==> images/clocks.png <==
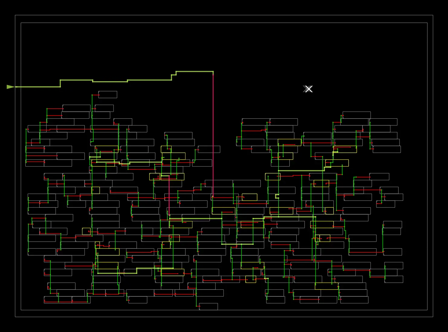
==> images/layer_met2.png <==
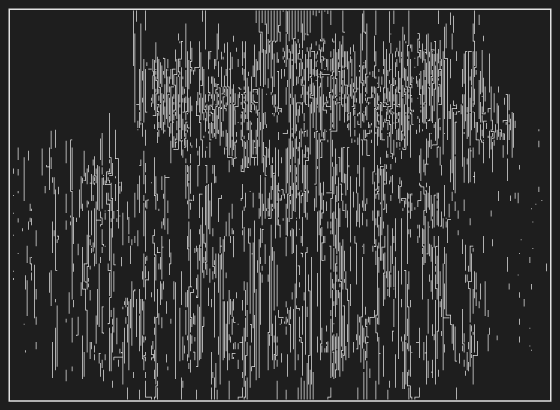
==> images/layer_met1.png <==
Supply wires on this layer in gray.
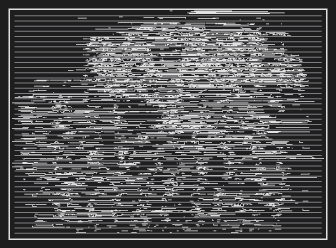
==> images/layer_met3.png <==
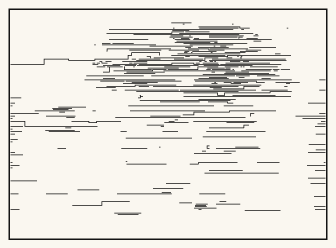
$ cat src/rtl/regfile_writeback_queue.sv
// regfile_writeback_queue
// Write-side front end for the register file. Results from the execute and
// memory units are buffered in a small circular queue and drained one per
// clock into an output stage. The output stage drives the register file's
// pos/writevalue directly, and parks on register 0 with data 0 when idle.
// A pending mask covers every queued or presented write so that hazard
// logic can stall readers of those registers.
//
// Optional build macro: WBQ_FORWARD_EN
//   When defined, two lookup ports are added. Each one returns the youngest
//   queued or presented value for its register index.
module regfile_writeback_queue #(
  parameter int DEPTH  = 4,
  parameter int DATA_W = 32
) (
  input  logic                    clock,
  input  logic                    reset,
  input  logic                    in_valid,
  output logic                    in_ready,
  input  logic [4:0]              in_rd,
  input  logic [DATA_W-1:0]       in_value,
`ifdef WBQ_FORWARD_EN
  input  logic [4:0]              lk_pos1,
  input  logic [4:0]              lk_pos2,
  output logic                    lk_hit1,
  output logic                    lk_hit2,
  output logic [DATA_W-1:0]       lk_value1,
  output logic [DATA_W-1:0]       lk_value2,
`endif
  output logic [4:0]              pos,
  output logic [DATA_W-1:0]       writevalue,
  output logic [31:0]             pending,
  output logic [$clog2(DEPTH):0]  q_count
);

  localparam int AW = $clog2(DEPTH);
  localparam int CW = AW + 1;
  localparam logic [CW-1:0] DEPTH_C = CW'(DEPTH);

  logic [AW-1:0]     wr_ptr_q, wr_ptr_d;
  logic [AW-1:0]     rd_ptr_q, rd_ptr_d;
  logic [CW-1:0]     count_q, count_d;
  logic [4:0]        rd_mem_q  [DEPTH];
  logic [4:0]        rd_mem_d  [DEPTH];
  logic [DATA_W-1:0] val_mem_q [DEPTH];
  logic [DATA_W-1:0] val_mem_d [DEPTH];
  logic [4:0]        out_pos_q, out_pos_d;
  logic [DATA_W-1:0] out_val_q, out_val_d;
  logic              out_vld_q, out_vld_d;

  logic              push;
  logic              pop;
  logic              entry_vld [DEPTH];
  logic [AW-1:0]     entry_off;

  // Ready looks only at registered occupancy, never at the same-edge pop
  always_comb begin
    in_ready = !reset && (count_q < DEPTH_C);
    // Writes to register 0 are accepted but never occupy a slot
    push     = in_valid && in_ready && (in_rd != 5'd0);
    pop      = (count_q != '0);
  end

  // Next-state for queue storage, pointers, occupancy and the output stage
  always_comb begin
    wr_ptr_d  = wr_ptr_q;
    rd_ptr_d  = rd_ptr_q;
    count_d   = count_q;
    rd_mem_d  = rd_mem_q;
    val_mem_d = val_mem_q;
    out_pos_d = 5'd0;
    out_val_d = '0;
    out_vld_d = 1'b0;
    if (push) begin
      rd_mem_d[wr_ptr_q]  = in_rd;
      val_mem_d[wr_ptr_q] = in_value;
      wr_ptr_d            = wr_ptr_q + AW'(1);
    end
    if (pop) begin
      out_pos_d = rd_mem_q[rd_ptr_q];
      out_val_d = val_mem_q[rd_ptr_q];
      out_vld_d = 1'b1;
      rd_ptr_d  = rd_ptr_q + AW'(1);
    end
    case ({push, pop})
      2'b10:   count_d = count_q + CW'(1);
      2'b01:   count_d = count_q - CW'(1);
      default: count_d = count_q;
    endcase
  end

  // Control state and output stage, cleared by synchronous reset
  always_ff @(posedge clock) begin
    if (reset) begin
      wr_ptr_q  <= '0;
      rd_ptr_q  <= '0;
      count_q   <= '0;
      out_pos_q <= 5'd0;
      out_val_q <= '0;
      out_vld_q <= 1'b0;
    end else begin
      wr_ptr_q  <= wr_ptr_d;
      rd_ptr_q  <= rd_ptr_d;
      count_q   <= count_d;
      out_pos_q <= out_pos_d;
      out_val_q <= out_val_d;
      out_vld_q <= out_vld_d;
    end
  end

  // Queue payload needs no reset: slots are only read while marked valid
  always_ff @(posedge clock) begin
    rd_mem_q  <= rd_mem_d;
    val_mem_q <= val_mem_d;
  end

  // A slot is live when its distance from the head is below the occupancy
  always_comb begin
    entry_off = '0;
    for (int i = 0; i < DEPTH; i++) begin
      entry_off    = AW'(i) - rd_ptr_q;
      entry_vld[i] = ({1'b0, entry_off} < count_q);
    end
  end

  // Pending mask over live slots plus the presented write; r0 never stalls
  always_comb begin
    pending = '0;
    for (int i = 0; i < DEPTH; i++) begin
      if (entry_vld[i]) pending[rd_mem_q[i]] = 1'b1;
    end
    if (out_vld_q) pending[out_pos_q] = 1'b1;
    pending[0] = 1'b0;
  end

`ifdef WBQ_FORWARD_EN
  logic [AW-1:0] lk_idx;

  // Scan oldest to youngest so the youngest match overwrites earlier ones
  always_comb begin
    lk_hit1   = 1'b0;
    lk_hit2   = 1'b0;
    lk_value1 = '0;
    lk_value2 = '0;
    lk_idx    = '0;
    if (out_vld_q && (out_pos_q == lk_pos1)) begin
      lk_hit1   = 1'b1;
      lk_value1 = out_val_q;
    end
    if (out_vld_q && (out_pos_q == lk_pos2)) begin
      lk_hit2   = 1'b1;
      lk_value2 = out_val_q;
    end
    for (int k = 0; k < DEPTH; k++) begin
      lk_idx = rd_ptr_q + AW'(k);
      if ((CW'(k) < count_q) && (rd_mem_q[lk_idx] == lk_pos1)) begin
        lk_hit1   = 1'b1;
        lk_value1 = val_mem_q[lk_idx];
      end
      if ((CW'(k) < count_q) && (rd_mem_q[lk_idx] == lk_pos2)) begin
        lk_hit2   = 1'b1;
        lk_value2 = val_mem_q[lk_idx];
      end
    end
    if (lk_pos1 == 5'd0) begin
      lk_hit1   = 1'b0;
      lk_value1 = '0;
    end
    if (lk_pos2 == 5'd0) begin
      lk_hit2   = 1'b0;
      lk_value2 = '0;
    end
  end
`endif

  // Output stage drives the register-file write port directly
  always_comb begin
    pos        = out_pos_q;
    writevalue = out_val_q;
    q_count    = count_q;
  end

endmodule
$ cat config.mk
export PLATFORM = sky130hd
export DESIGN_NAME = regfile_writeback_queue
export DESIGN_NICKNAME = d
export VERILOG_FILES = /design/src/rtl/regfile_writeback_queue.sv
export SDC_FILE = /design/constraint.sdc
export NUM_CORES = 1
export LEC_CHECK = 0
export ABC_AREA = 1
export CORE_AREA = 2 2 164 118
export CTS_CLUSTER_SIZE = 10
export DETAILED_ROUTE_END_ITERATION = 6
export DIE_AREA = 0 0 166 120
export GPL_ROUTABILITY_DRIVEN = 0
export PLACE_DENSITY_LB_ADDON = 0.25
export SYNTH_ARGS = -nofsm -noshare
export SYNTH_HDL_FRONTEND = slang
export SYNTH_SLANG_ARGS = --single-unit
$ cat constraint.sdc
create_clock -name clock -period 3.4 [get_ports clock]
set_clock_uncertainty 0.1 [all_clocks]
set_input_delay 0.85 -clock clock [delete_from_list [all_inputs] [get_ports clock]]
set_output_delay 0.85 -clock clock [all_outputs]
set_load 0.05 [all_outputs]
==> impl_metrics.ini <==
; yosys + openroad results
[status]
status = finished, violations left
violations = DRC

[drt]
drt-vias-per-instance = 5.64
drcViolationCount = 8
dr.pass1.iters = 7
dr.first_iter.drc_count = 1479
wl_met2_um = 10200
wl_met1_um = 11100

[pwr]
p_clk_share_pct = 22.1
pg_comb_w = 0.00389
p_int_w = 0.00502
share_comb_of_total_power_pct = 44.3
seqPwrFrac_pct = 33.7
p_per_area_mw_per_mm2 = 760
maxPowerGroup = combinational logic

[cts]
cts_root_buf = clkbuf_16
ctsHoldBuffers = 0
clk_pin_slew_worst_paths_ps = 70
cts_tree = built

[worst_hold_path]
min_delay_path_depth = 2
hold_path.class = reg -> reg

[sta]
fin_ws_ps = 19.4

[critical_path]
crit_path_end = pending[12]
cp-end-kind = output port
path_class = reg -> out
critPathMostFrequentCell = nor2_1
critPathMaxFanout = 8
critical_path_required_ps = 2450
reg2reg_depth = 8
worst-path-buf-inv = 5
rr_endpoint = q_count[1]
cp_slowest_cell = dfxtp_4

[final_layout]
regMostFlops = val_mem_q
layout.cells.most_common_list = nor2_1, nand2_1, nand3_1, edfxtp_1, clkdlybuf4s50_1

[floorplanning]
io_pins = 113
die_area_mm2 = 0.0199

[synthesis]
syn-num-nets = 1060
ys.flop_type = edfxtp_1
synth_flops = 193
largest_area_cell = edfxtp_1

[placed_design]
dp_slack_ps = 302

[grt]
grt_pass1_wl_um = 37900
Notes on clocks.png above:
clock-net power: 0.00194 W
Num CTS Buffers: 17

Notes on layer_met2.png above:
share of all routed wire: 40%
nets with wire on the layer: 880
main direction: vertical
wire length on this layer: 10,200 µm
longest straight run: 42.5 µm

Notes on layer_met1.png above:
main direction: horizontal
nets with wire on the layer: 1,044
wire length on this layer: 11,100 µm
longest straight run: 59.8 µm
share of all routed wire: 44%

Notes on layer_met3.png above:
main direction: horizontal
share of all routed wire: 15%
longest straight run: 68.1 µm

-- through the flow --
stage               cell area [µm²]  hold slack (ps)  utilization (%)  total power (W)
finish                        11600              441             62.7          0.00879
global route                  11600              470             62.7          0.00913
CTS                           11400              443             61.6          0.00843
detailed placement            10700              423             58.1          0.00639
global placement              10700              418             58.1          0.00636
floorplan                      9020              403                -          0.00531
-- cells by family (layout without fill, tap and decap cells) --
family,after synthesis,after routing
fa+ha+maj,10,10
buf+inv,101,219
compound gates,56,56
other cells,1,1
flops,193,193
simple gates,649,653
-- layout make-up --
class,instances,area [µm²],area share [%]
Inverter,59,224,1.94
Sequential cell,193,5350,46.3
Clock inverter,15,166,1.44
Tap cell,242,303,2.62
Multi-Input combinational cell,720,3430,29.7
Timing Repair Buffer,128,1660,14.4
Clock buffer,17,425,3.68
Power is estimated from default activity; no workload was simulated.
